## src/rtl/rx_frame_decoder.sv

```systemverilog
// UART command-frame parser: SOF, NCH x {ID, NB data bytes}, XOR checksum.
// Channel words are committed to phase_bus together, and only when the whole frame checks out.
module rx_frame_decoder #(
  parameter int          NCH     = 4,
  parameter int          DW      = 10,
  parameter int          NB      = 2,
  parameter logic [7:0]  SOF     = 8'hA5,
  parameter int          TIMEOUT = 50000
) (
  input  logic              CLK,
  input  logic              RSTn,
  input  logic              RX_Done_Sig,
  input  logic [7:0]        RX_Data,
  output logic              RX_En_Sig,
  output logic [NCH*DW-1:0] phase_bus,
  output logic              frame_ok,
  output logic              frame_err,
  output logic              busy
);

  localparam int SW = 8 * NB;
  localparam int CW = $clog2(NCH + 1);
  localparam int BW = (NB > 1) ? $clog2(NB) : 1;
  localparam int TW = (TIMEOUT > 1) ? $clog2(TIMEOUT + 1) : 1;

  localparam logic [2:0] S_SOF = 3'd0;
  localparam logic [2:0] S_ID  = 3'd1;
  localparam logic [2:0] S_DAT = 3'd2;
  localparam logic [2:0] S_CS  = 3'd3;
  localparam logic [2:0] S_COM = 3'd4;
  localparam logic [2:0] S_ERR = 3'd5;

  logic [2:0]        state_q, state_d;
  logic [CW-1:0]     ch_q, ch_d;
  logic [BW-1:0]     bcnt_q, bcnt_d;
  logic [7:0]        csum_q, csum_d;
  logic [SW-1:0]     shadow_q [NCH];
  logic [SW-1:0]     shadow_d [NCH];
  logic [NCH*DW-1:0] phase_q, phase_d;
  logic [TW-1:0]     tmo_q, tmo_d;
  logic              rx_en_q;
  logic              in_frame;
  logic              tmo_hit;

  assign in_frame = (state_q == S_ID) || (state_q == S_DAT) || (state_q == S_CS);
  assign tmo_hit  = (TIMEOUT > 0) && in_frame && !RX_Done_Sig && (tmo_q == TW'(TIMEOUT - 1));

  always_comb begin
    // NOTE: every variable gets its hold value first, so no path through the case leaves one unassigned (no latches).
    state_d  = state_q;
    ch_d     = ch_q;
    bcnt_d   = bcnt_q;
    csum_d   = csum_q;
    shadow_d = shadow_q;
    phase_d  = phase_q;
    tmo_d    = '0;

    // Idle counter only runs between bytes of a frame; any strobe restarts it.
    if ((TIMEOUT > 0) && in_frame && !RX_Done_Sig) tmo_d = tmo_q + 1'b1;

    case (state_q)
      S_SOF: begin
        if (RX_Done_Sig && (RX_Data == SOF)) begin
          state_d = S_ID;
          ch_d    = CW'(1);
          csum_d  = '0;
        end
      end
      S_ID: begin
        if (RX_Done_Sig) begin
          csum_d = csum_q ^ RX_Data;
          if (RX_Data == 8'(ch_q)) begin
            state_d = S_DAT;
            bcnt_d  = '0;
          end else begin
            state_d = S_ERR;
          end
        end
      end
      S_DAT: begin
        if (RX_Done_Sig) begin
          csum_d = csum_q ^ RX_Data;
          for (int k = 0; k < NCH; k++) begin
            if (ch_q == CW'(k + 1)) begin
              shadow_d[k]      = shadow_q[k] << 8;
              shadow_d[k][7:0] = RX_Data;
            end
          end
          if (bcnt_q == BW'(NB - 1)) begin
            if (ch_q == CW'(NCH)) begin
              state_d = S_CS;
            end else begin
              ch_d    = ch_q + 1'b1;
              state_d = S_ID;
            end
          end else begin
            bcnt_d = bcnt_q + 1'b1;
          end
        end
      end
      S_CS: begin
        if (RX_Done_Sig) begin
          if (RX_Data == csum_q) begin
            state_d = S_COM;
            // Commit on the same edge that enters S_COM so data and frame_ok appear together.
            for (int k = 0; k < NCH; k++) phase_d[k*DW +: DW] = shadow_q[k][DW-1:0];
          end else begin
            state_d = S_ERR;
          end
        end
      end
      S_COM:   state_d = S_SOF;
      S_ERR:   state_d = S_SOF;
      default: state_d = S_SOF;
    endcase

    if (tmo_hit) begin
      state_d = S_ERR;
      tmo_d   = '0;
    end
  end

  // NOTE: state updates use non-blocking assignments so every flop samples pre-edge values.
  always_ff @(posedge CLK or negedge RSTn) begin
    if (!RSTn) begin
      state_q <= S_SOF;
      ch_q    <= '0;
      bcnt_q  <= '0;
      csum_q  <= '0;
      phase_q <= '0;
      tmo_q   <= '0;
      rx_en_q <= 1'b0;
      // NOTE: the shadow array is plain flop storage with a defined reset value, so it is cleared here too.
      for (int k = 0; k < NCH; k++) shadow_q[k] <= '0;
    end else begin
      state_q  <= state_d;
      ch_q     <= ch_d;
      bcnt_q   <= bcnt_d;
      csum_q   <= csum_d;
      phase_q  <= phase_d;
      tmo_q    <= tmo_d;
      rx_en_q  <= 1'b1;
      shadow_q <= shadow_d;
    end
  end

  assign RX_En_Sig = rx_en_q;
  assign phase_bus = phase_q;
  assign frame_ok  = (state_q == S_COM);
  assign frame_err = (state_q == S_ERR);
  assign busy      = (state_q != S_SOF);

endmodule

```

## config.mk

```make
export PLATFORM = sky130hd
export DESIGN_NAME = rx_frame_decoder
export DESIGN_NICKNAME = d
export VERILOG_FILES = /design/src/rtl/rx_frame_decoder.sv
export SDC_FILE = /design/constraint.sdc
export NUM_CORES = 1
export LEC_CHECK = 0
export CORE_UTILIZATION = 45
export DETAILED_ROUTE_END_ITERATION = 16
export GPL_ROUTABILITY_DRIVEN = 0
export PLACE_DENSITY = 0.77
export SLEW_MARGIN = 10
export SYNTH_ARGS = -nofsm -noshare
export SYNTH_HDL_FRONTEND = slang
export SYNTH_SLANG_ARGS = --single-unit
```

## constraint.sdc

```tcl
create_clock -name CLK -period 1.7 [get_ports CLK]
set_input_delay 0.255 -clock CLK [delete_from_list [all_inputs] [get_ports CLK]]
set_output_delay 0.255 -clock CLK [all_outputs]
set_load 0.03 [all_outputs]
```

Run 1, met4 routing:
Scale: 4 px per um. Supply wires on this layer in gray.
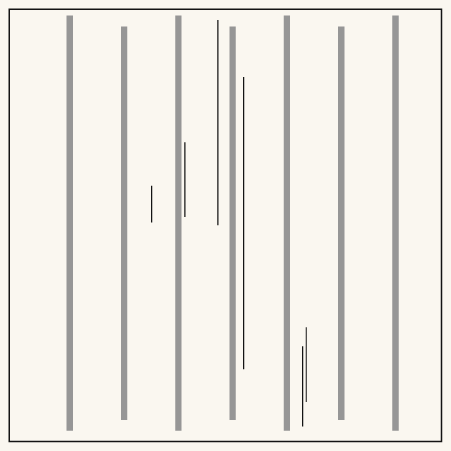
- nets with wire on the layer: 6
- longest straight run: 72.8 um

Run 1, wire density map:
Scale: 3 px per um. The die is cut into 22 by 22 equal tiles; white is low, dark blue is high, scaled to the fullest tile. Values are wire area over tile area, all layers added.
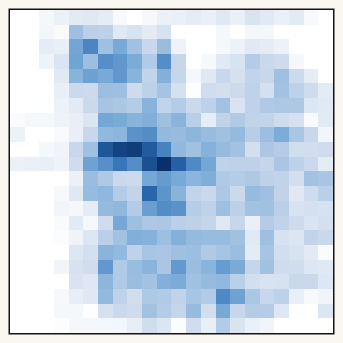
- fullest tile: 0.65
- tiles over half the peak: 8.5%
- densest ninth of the die: center
total track usage: 20.8%
wire length per cell: 17.7 um
via total after detailed routing: 3,420
total detailed-routing wirelength: 11.4 mm

Run 1, selected gate families:
Scale: 6 px per um.
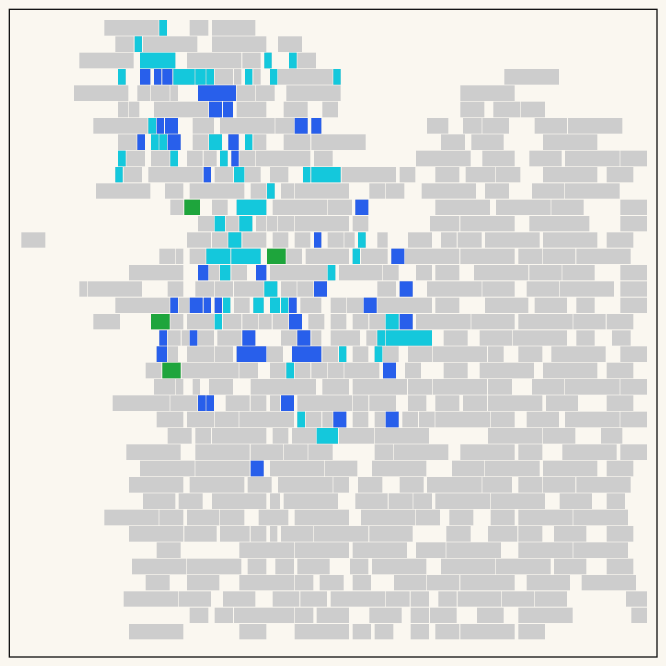
- cyan: NOR gates (cells 49; most used nor2_1)
- blue: NAND gates (cells 44; most used nand2_1)
- green: AND-OR and OR-AND gates (cells 4; most used a22o_1; where middle left)

Run 1, a small window of the routed layout:
Window x 39 to 69, y 17 to 47 um. Cells in gray, sequential cells in the stronger gray; small squares are vias.
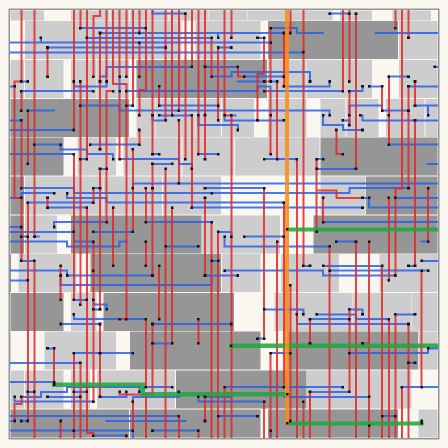
- blue: met1
- orange: met4
- red: met2
- green: met3
- cells with their middle in the window: 55
- netlist names of flops here include: shadow_q (6), phase_bus (5), csum_q (4)
- most frequent: dfrtp_1 (15), buf_4 (7), mux2_2 (6)
- sequential cells in the window: 15

==> COMMIT_EDITMSG, run 1 <==
Store results of the implementation flow

- Min cycle time layout: approximately 1800 ps
* Most frequently placed logic cell in the final layout: dfrtp_1
- Status: finished, violations left
- Max-slew violation count: 0
* Maximum single-stage delay on the critical path: ~400 ps
- Worst Path Class, Setup: reg -> reg
* Cell internal pwr: 3.92 mW
* Proportion of synthesized area in mux cells: 21.1%
- The number of different library cells used by synthesis comes to 39.
- Clock network share of area: approximately 3%
* Non-clock inverters: 7
- Of all flip-flops after synthesis, the portion carrying an async set or reset was 100%.
* Placed cell area: about 0.0062 sq mm
- By count the netlist is led by dfrtp_1, mux2_2, mux2_4, nor2_1.
- Cell count after placement: about 620
- Growth of design area from synthesis to finish: 33.1%
* Logic gate fraction of the total cell area: around a third
- Core utilization before placement: around 46%
- Number of cells on the worst reg-to-reg path: 6
- According to the floorplan report, the die height is around 110 um.
- Maximum clock insertion buffer count: 2
- Met3 track demand over resource in global routing: roughly 3.9%
- Max IR drop VDD: between 0.0005 and 0.0006 V
- Of the total synthesized cell area, the portion taken by full adders, half adders and majority gates is roughly 1.5%.
- Per the synthesis report, the simple-gate share of the synthesized area is 10.9%.
- Per the OpenROAD floorplan log, the area of the die is between 0.01 and 0.015 sq mm.
- Capturing element type of the critical path: flop
- The via count of the first global-routing pass is between 3k and 4k.
* Highest metal layer with signal wires: met4
- Summed over all instances, the cell type with the most area after synthesis is dfrtp_1.
* Pin count of the biggest net entering global routing: roughly 45
- P_sw: 1.40 mW
* Setup violation total in the final timing report: approximately 42
- Dominant cell by count in the synthesized netlist: dfrtp_1
- Number of flops mapped to enable cells by yosys: 0
- Number of cell rows: 38
- For this floorplan the total number of well-tap instances is between 100 and 150.
- Looking at the clock tree report, the root buffer type is clkbuf_8.
* Failing checks: setup timing
* Top FF cell, synth: dfrtp_1
- In this run the most used layer during global routing was met2.
- Filler instances: roughly 800
* Sequential cell area share: a little over two fifths
* Crit path required time: about 2000 ps
- The floorplan report gives the top-level pin count as 55.
- Power share of the sequential group: a little over half
* Global-route met2 utilization: between 30% and 40%
* Share of Yosys cell area claimed by the top area cell type: a little under three fifths
- Number of synthesized register bits: between 100 and 150
- The critical path goes through nand2b_4 > nand4_1 > nor4_4 > buf_6 > buf_12 > mux2_4.
- Crit path max-delay family: simple AND/OR/NAND/NOR gates
* Clock buffer instance count of the final layout: 11
* Met3 layer wire length in the routed design: approximately 450 um
- Per the breakdown, switching nets consume about a quarter of all power.
- The final report gives the standard cell area, fillers excluded, as ~0.0067 sq mm.
- XOR-XNOR Cells, Area Fraction: under 10%
- Dominant comb cell: multiplexers
* Setup repair after global routing missed its margin: true
- The net count of the finished layout is 517.
* Area occupied by registers: approximately 0.0028 sq mm
- Levels on crit path: 6
* Part of the Yosys area used for sequential elements: 55.7%
* Number of buffers and inverters on the critical path: 2
- Core Util, Final: around 60%
* Total Power Consumption: ~5.3 mW
* Post-route worst setup slack: -149 ps
* Reg-to-reg slack, setup: -150 ps
- After detailed routing, the met2 layer carries 5.80 mm of wire.
* Worst clock skew on the final layout: between 10 and 15 ps
* Detailed-route wire length on metal 1: 4.96 mm
* Via/cell ratio: 5.30
* Worst reg2reg path endpoint: phase_bus[7]$_DFFE_PN0P_
* Number of buffers added on ports: around 54
- In the power breakdown, the biggest contributor is registers.
* Upper clock frequency limit: 0.541 GHz
- The number of antenna diodes in the final layout is 0.
- Most area-hungry cell class in the final design: registers
- In the Yosys report the total cell count is around 380.
* Syn_area_per_cell: 13.1 sq um
* Layout cell share with drive strength beyond 1: a little under two fifths
- Gate count of the mapped netlist: about 380
- Starting DRC count in detailed routing: roughly 250
- The power report lists the combinational group at around 0.79 mW.
- Buffers inserted by post-CTS timing repair: 5
- The report lists the power per cell area as between 700 and 800 mW/mm^2.
Run 1, routing congestion:
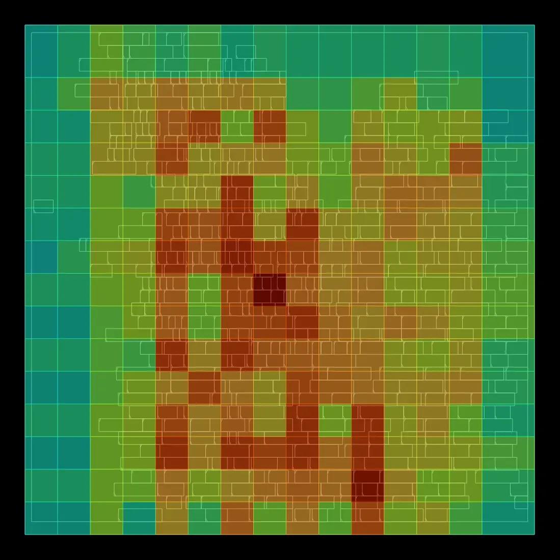

==> inputs of run 2 (changes only) <==
--- a/config.mk
+++ b/config.mk
@@ -8,6 +8,7 @@
 export CORE_UTILIZATION = 45
 export DETAILED_ROUTE_END_ITERATION = 16
 export GPL_ROUTABILITY_DRIVEN = 0
+export GPL_TIMING_DRIVEN = 0
 export PLACE_DENSITY = 0.77
 export SLEW_MARGIN = 10
 export SYNTH_ARGS = -nofsm -noshare
Run 2, routing congestion:
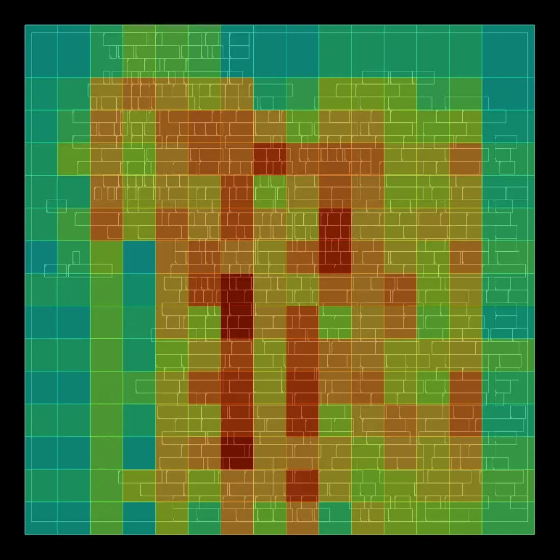
peak-usage layer in the global routing report: met2
Core Util, Final: 59.8%
total track usage: 19.7%
wire length per cell: 17.7 um

==> COMMIT_EDITMSG, run 2 <==
Store results of the implementation flow

* Via/cell ratio: roughly 5.4
- The synthesis stats list as the most numerous cell dfrtp_1.
- Highest metal layer with signal wires: met4
* Clock network share of area: approximately 3.3%
- For the final database, setup skew stands at around 19 ps.
- Of the total synthesized cell area, the portion taken by full adders, half adders and majority gates is between 1 and 1.5%.
* Crit path max-delay family: buffers and inverters
* Min cycle time layout: 1870 ps
- Number of cells on the worst reg-to-reg path: 7
* Top FF cell, synth: dfrtp_1
- Levels on crit path: 7
- The cell-mix breakdown from Yosys lists the simple-gate area share as between 10% and 20%.
* Capturing element type of the critical path: flop
* Setup repair after global routing missed its margin: true
- Per the layout report, the design carries 7 non-clock inverters.
* Upper clock frequency limit: 0.536 GHz
* Number of nets in the final layout: 484
* Gate count of the mapped netlist: 383
* Met3 track demand over resource in global routing: 4.00%
* Most area-hungry cell class in the final design: registers
- Status: finished, violations left
- For reference, the post-synthesis area per instance comes to ~13 sq um.
- Maximum clock insertion buffer count: 2
* Max IR drop VDD: roughly 0.00044 V
* Layout cell share with drive strength beyond 1: a little under two fifths
- Setup violation total in the final timing report: around 55
- Number of buffers added on ports: between 40 and 50
* Clock buffer instance count of the final layout: 9
* Area occupied by registers: around 0.0028 sq mm
- The number of different library cells used by synthesis comes to 39.
- Yosys top cell by area: dfrtp_1
- The signal on the critical path passes through buf_6 > buf_6 > nand4_1 > nor4_4 > buf_6 > buf_12 > mux2_4.
* Number of tap cells inserted: between 100 and 150
- Share of Yosys cell area claimed by the top area cell type: 55.7%
- Max-slew violation count: 0
- Post-route worst setup slack: -167 ps
- Worst reg2reg path endpoint: phase_bus[30]$_DFFE_PN0P_
- The power report attributes to the sequential group a share of between 50 and 60%.
- Clock root buffer master: clkbuf_8
- The number of cells reported by Yosys stat comes to 383.
* Sequential cell area share: roughly 43%
- Met3 layer wire length in the routed design: approximately 410 um
- Number of cell rows: 38
- The repair_antennas step left the layout with diodes totalling 0.
- Dividing total power by cell area gives a power density of slightly below 800 mW/mm^2.
* Filler instances: between 800 and 900
* Placed cell area: 0.00575 sq mm
* Fraction of registers with async set or reset after synthesis: 100%
- Sequential elements use 55.7% of the synthesized area.
- In the final layout, multi-input gates take up roughly a third of the cell area.
- Maximum single-stage delay on the critical path: around 430 ps
- Pin count of the biggest net entering global routing: between 60 and 70
- The detailed router finished its first iteration with 143 violations.
- Global routing consumed, on the met2 layer, 31.0% of the routing resources.
- After synthesis the netlist holds a flip-flop and latch count of between 100 and 150.
- The OpenROAD report gives the critical path a required time of slightly below 2000 ps.
- Per the cell usage report, the commonest logic cell in the layout is dfrtp_1.
* Layout Cell Area excl Fill: about 0.0065 sq mm
- Switching power as a fraction of the total was reported as between 20% and 30%.
- Failing checks: setup timing
* Proportion of synthesized area in mux cells: roughly a fifth
- The worst register-to-register path has a setup slack of -170 ps.
* Met2 wire length: 5.31 mm
* Growth of design area from synthesis to finish: 28.8%
Run 2, met4 routing:
Scale: 4 px per um. Supply wires on this layer in gray.
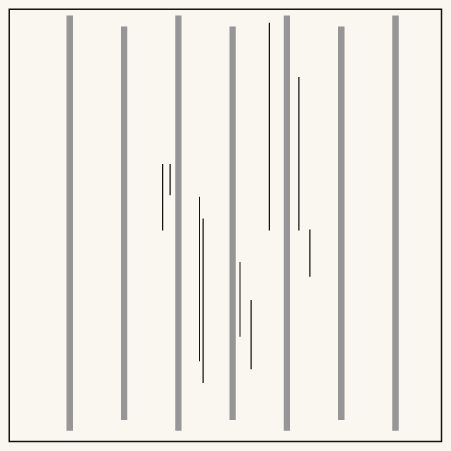
- nets with wire on the layer: 8
- share of all routed wire: 2.2%
- longest straight run: 51.7 um
via total after detailed routing: 3,303
total detailed-routing wirelength: 10.9 mm

==> inputs of run 3 (changes only) <==
--- a/config.mk
+++ b/config.mk
@@ -9,6 +9,7 @@
 export DETAILED_ROUTE_END_ITERATION = 16
 export GPL_ROUTABILITY_DRIVEN = 0
 export GPL_TIMING_DRIVEN = 0
+export HOLD_SLACK_MARGIN = 0.05
 export PLACE_DENSITY = 0.77
 export SLEW_MARGIN = 10
 export SYNTH_ARGS = -nofsm -noshare
Run 3, selected gate families:
Scale: 6 px per um.
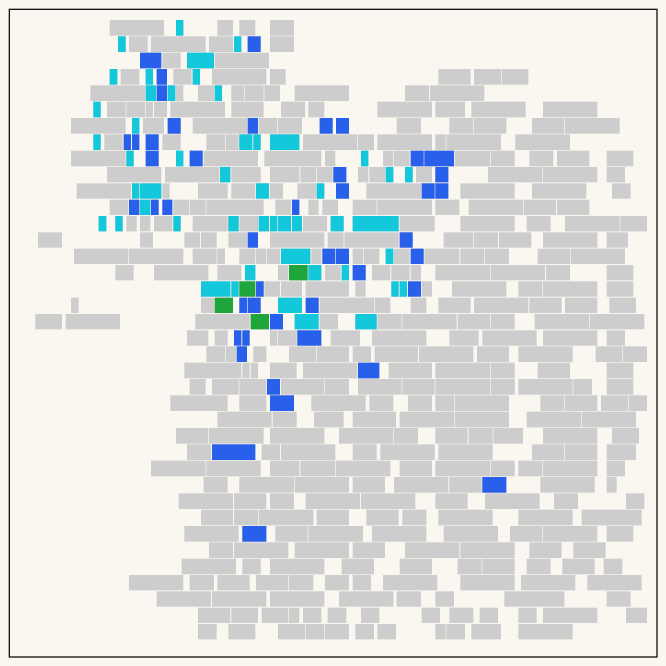
- blue: NAND gates (cells 46; most used nand2b_1)
- cyan: NOR gates (cells 49; most used nor2_1)
- green: AND-OR and OR-AND gates (cells 4; most used a22o_1)

==> COMMIT_EDITMSG, run 3 <==
Store results of the implementation flow

- Met2 wire length: between 5 and 6 mm
* Sequential cell area share: between 40 and 50%
* Final Hold Violation Tally: 0
- Buffers inserted by post-CTS timing repair: 13
- Met3 track demand over resource in global routing: between 3 and 4%
- In the final design, more cell area goes to registers than to any other class.
- Yosys stat cell total: ~380
- Critical R2R Launch: state_q[1]$_DFFE_PN0P_
- After detailed routing, no signal wire sits above met4.
* Non-clock inverters: 7
- The final reports fail on setup timing.
- Timing analysis after detailed placement gives a worst setup slack of -850 ps.
* Pin count of the biggest net entering global routing: just over 60
- STA classifies the critical path endpoint as a flop.
* Total iterations of the first detailed-routing run: 4
- Simple-gate share of the synthesized area: about 11%
* Cell internal pwr: 3.68 mW
- Crit start category: flop
- In this run, synthesis produced a sequential element count of roughly 110.
* Maximum clock insertion buffer count: 2
- Gate count of the mapped netlist: about 380
- Setup repair after global routing missed its margin: true
- The post-placement cell area is 0.00575 sq mm.
- Summing all non-filler instances in the final layout gives an area of about 0.0065 sq mm.
- Dividing the detail-routed wire length by the instance count gives ~18 um.
- Layout cell share with drive strength beyond 1: a little under two fifths
- Count of sequential standard cells: between 100 and 150
- Clock buffer instance count of the final layout: 9
* Share of Yosys cell area claimed by the top area cell type: a little under three fifths
- The report lists the number of cells resized after CTS as about 89.
- Crit share post-route: 110%
- Part of the Yosys area used for sequential elements: 55.7%
- Dominant comb cell: multiplexers
- Number of buffers added on ports: 46
- Setup violation total in the final timing report: 55
* Comb power frac: between 10% and 20%
* Worst clock skew on the final layout: 18.8 ps
- Crit path DAT: between 2000 and 2500 ps
- Number of different library cells in the post-synthesis netlist: 39
* Core Util, Final: 59.8%
* Clock-pin transition on the worst setup and hold timing paths: roughly 130 ps
- Via total after detailed routing: 3,303
* Total Power Consumption: 5.14 mW
* Proportion of synthesized area in mux cells: a little over a fifth
* Worst Path Class, Setup: reg -> reg
* Peak-usage layer in the global routing report: met2
* Most frequently placed logic cell in the final layout: dfrtp_1
- Post-synth design cell area: just over 0.005 sq mm
* Max-slew violation count: 0
- Total track usage: approximately a fifth
- In this run, synthesis inferred 0 flip-flops with an integrated enable.
* DRC violation count after routing: 0
- The number of maximum-capacitance violations recorded for the run is 0.
* Filler instances: between 800 and 900
* Syn_area_per_cell: 13.1 sq um
* Via/cell ratio: between 5 and 6
- Yosys top cell by area: dfrtp_1
- The global routing report lists met2 layer usage as between 30% and 40%.
- Summing the areas of all xor and xnor instances in the mapped netlist gives between 3 and 4% of the synthesized area.
* Remaining antenna violation count: 0
- Status: finished, violations left
- Summing all flip-flop and latch instances after layout gives roughly 0.0028 sq mm.
- Detailed-route iteration 0 reported a violation count of about 140.
* Number of buffers and inverters on the critical path: 4
- The floorplan report gives the top-level pin count as 55.
* Leakage power figure: 3.42 nW
* Logic gate fraction of the total cell area: 34.7%
- Adder Area Share: ~1.5%
- Per the breakdown, switching nets consume 28.4% of all power.
- Counting cells, the worst reg-to-reg path comes to 7.
* GR met1 Demand/Resource: 27.1%
- For this run, combinational gates with multiple inputs come to about 250.
* Largest power group: registers
* Reg-to-reg slack, setup: -170 ps
- Once layout is complete, the cells apart from fillers number between 600 and 700.
* Detailed-route wire length on metal 1: about 4.9 mm
* Sequential Power: 2.87 mW
- Crit path max-delay family: buffers and inverters
- The flow reports an fmax of roughly 0.54 GHz.
- The first global-routing pass estimated roughly 17 mm of wire.
* Clock network share of area: ~3.3%
- Global route overflow: 0
- Per the placement report, the placed cell count is about 570.
* Share of synthesized cell area in and-or and or-and compound cells: about 4.2%
- The die covers about 0.012 sq mm.
- In the final timing run, aggregate negative setup slack is -6480 ps.
- Met3 layer wire length in the routed design: about 400 um
* Growth of design area from synthesis to finish: 28.8%
- CTS HTree Levels: 3
- Power share of the sequential group: between 50% and 60%
- Maximum single-stage delay on the critical path: approximately 430 ps
- Combinational-cell power consumption: roughly 0.64 mW
- For this run, the post-layout net count is 484.
- Core utilization before placement: 46.4%
- Non-clock buffering takes up around 16% of total cell area after layout.
* Power density of the placed cells: roughly 790 mW/mm^2
* Total detailed-routing wirelength: 10.9 mm
* Count of tool warnings: 32
- By count the netlist is led by dfrtp_1, mux2_2, mux2_4, nor2_1.
- The clock drives 112 sinks.
- Of all flip-flops after synthesis, the portion carrying an async set or reset was 100%.
* Worst reg2reg path endpoint: phase_bus[30]$_DFFE_PN0P_
- Across all setup checks in the final design, the least slack found is -167 ps.
- Clock latency reported for the late side of the worst-skew pair: around 380 ps
- Worst-path cell chain: buf_6 > buf_6 > nand4_1 > nor4_4 > buf_6 > buf_12 > mux2_4
* Most instantiated logic cells after routing: dfrtp_1, mux2_4, mux2_2
- The tree is rooted in a clkbuf_8.
* Top FF cell, synth: dfrtp_1
- dfrtp_1 is the most common cell in the netlist.
- The floorplan report lists the tap cell count as approximately 140.
- Chip area estimate from yosys synthesis: between 0.005 and 0.006 sq mm
- In this run the worst setup path terminates at phase_bus[30]$_DFFE_PN0P_.
* Max IR drop VDD: approximately 0.00044 V
* Min cycle time layout: 1870 ps
- Vert. Die Dim: 108 um
- P_sw: 1.46 mW
* Levels on crit path: 7
- Crit path required time: about 2000 ps
- Number of cell rows: 38
* Antenna cell count: 0
- The via count of the first global-routing pass came to roughly 3.3k.
Run 3, a small window of the routed layout:
Window x 39 to 69, y 17 to 47 um. Cells in gray, sequential cells in the stronger gray; small squares are vias.
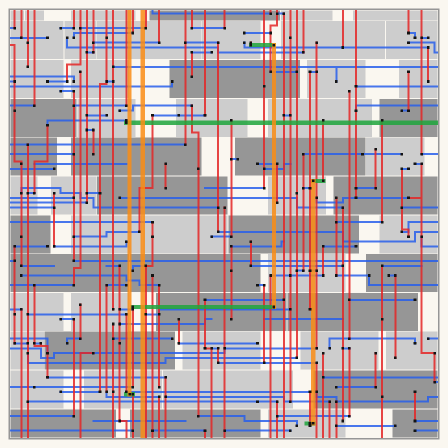
- red: met2
- blue: met1
- orange: met4
- green: met3
- sequential cells in the window: 16
- netlist names of flops here include: shadow_q (9), phase_bus (6)
- most frequent: dfrtp_1 (16), mux2_2 (9), mux2_4 (8)
- cells with their middle in the window: 46

No activity file was given, so power comes from the tool's default toggle rates.
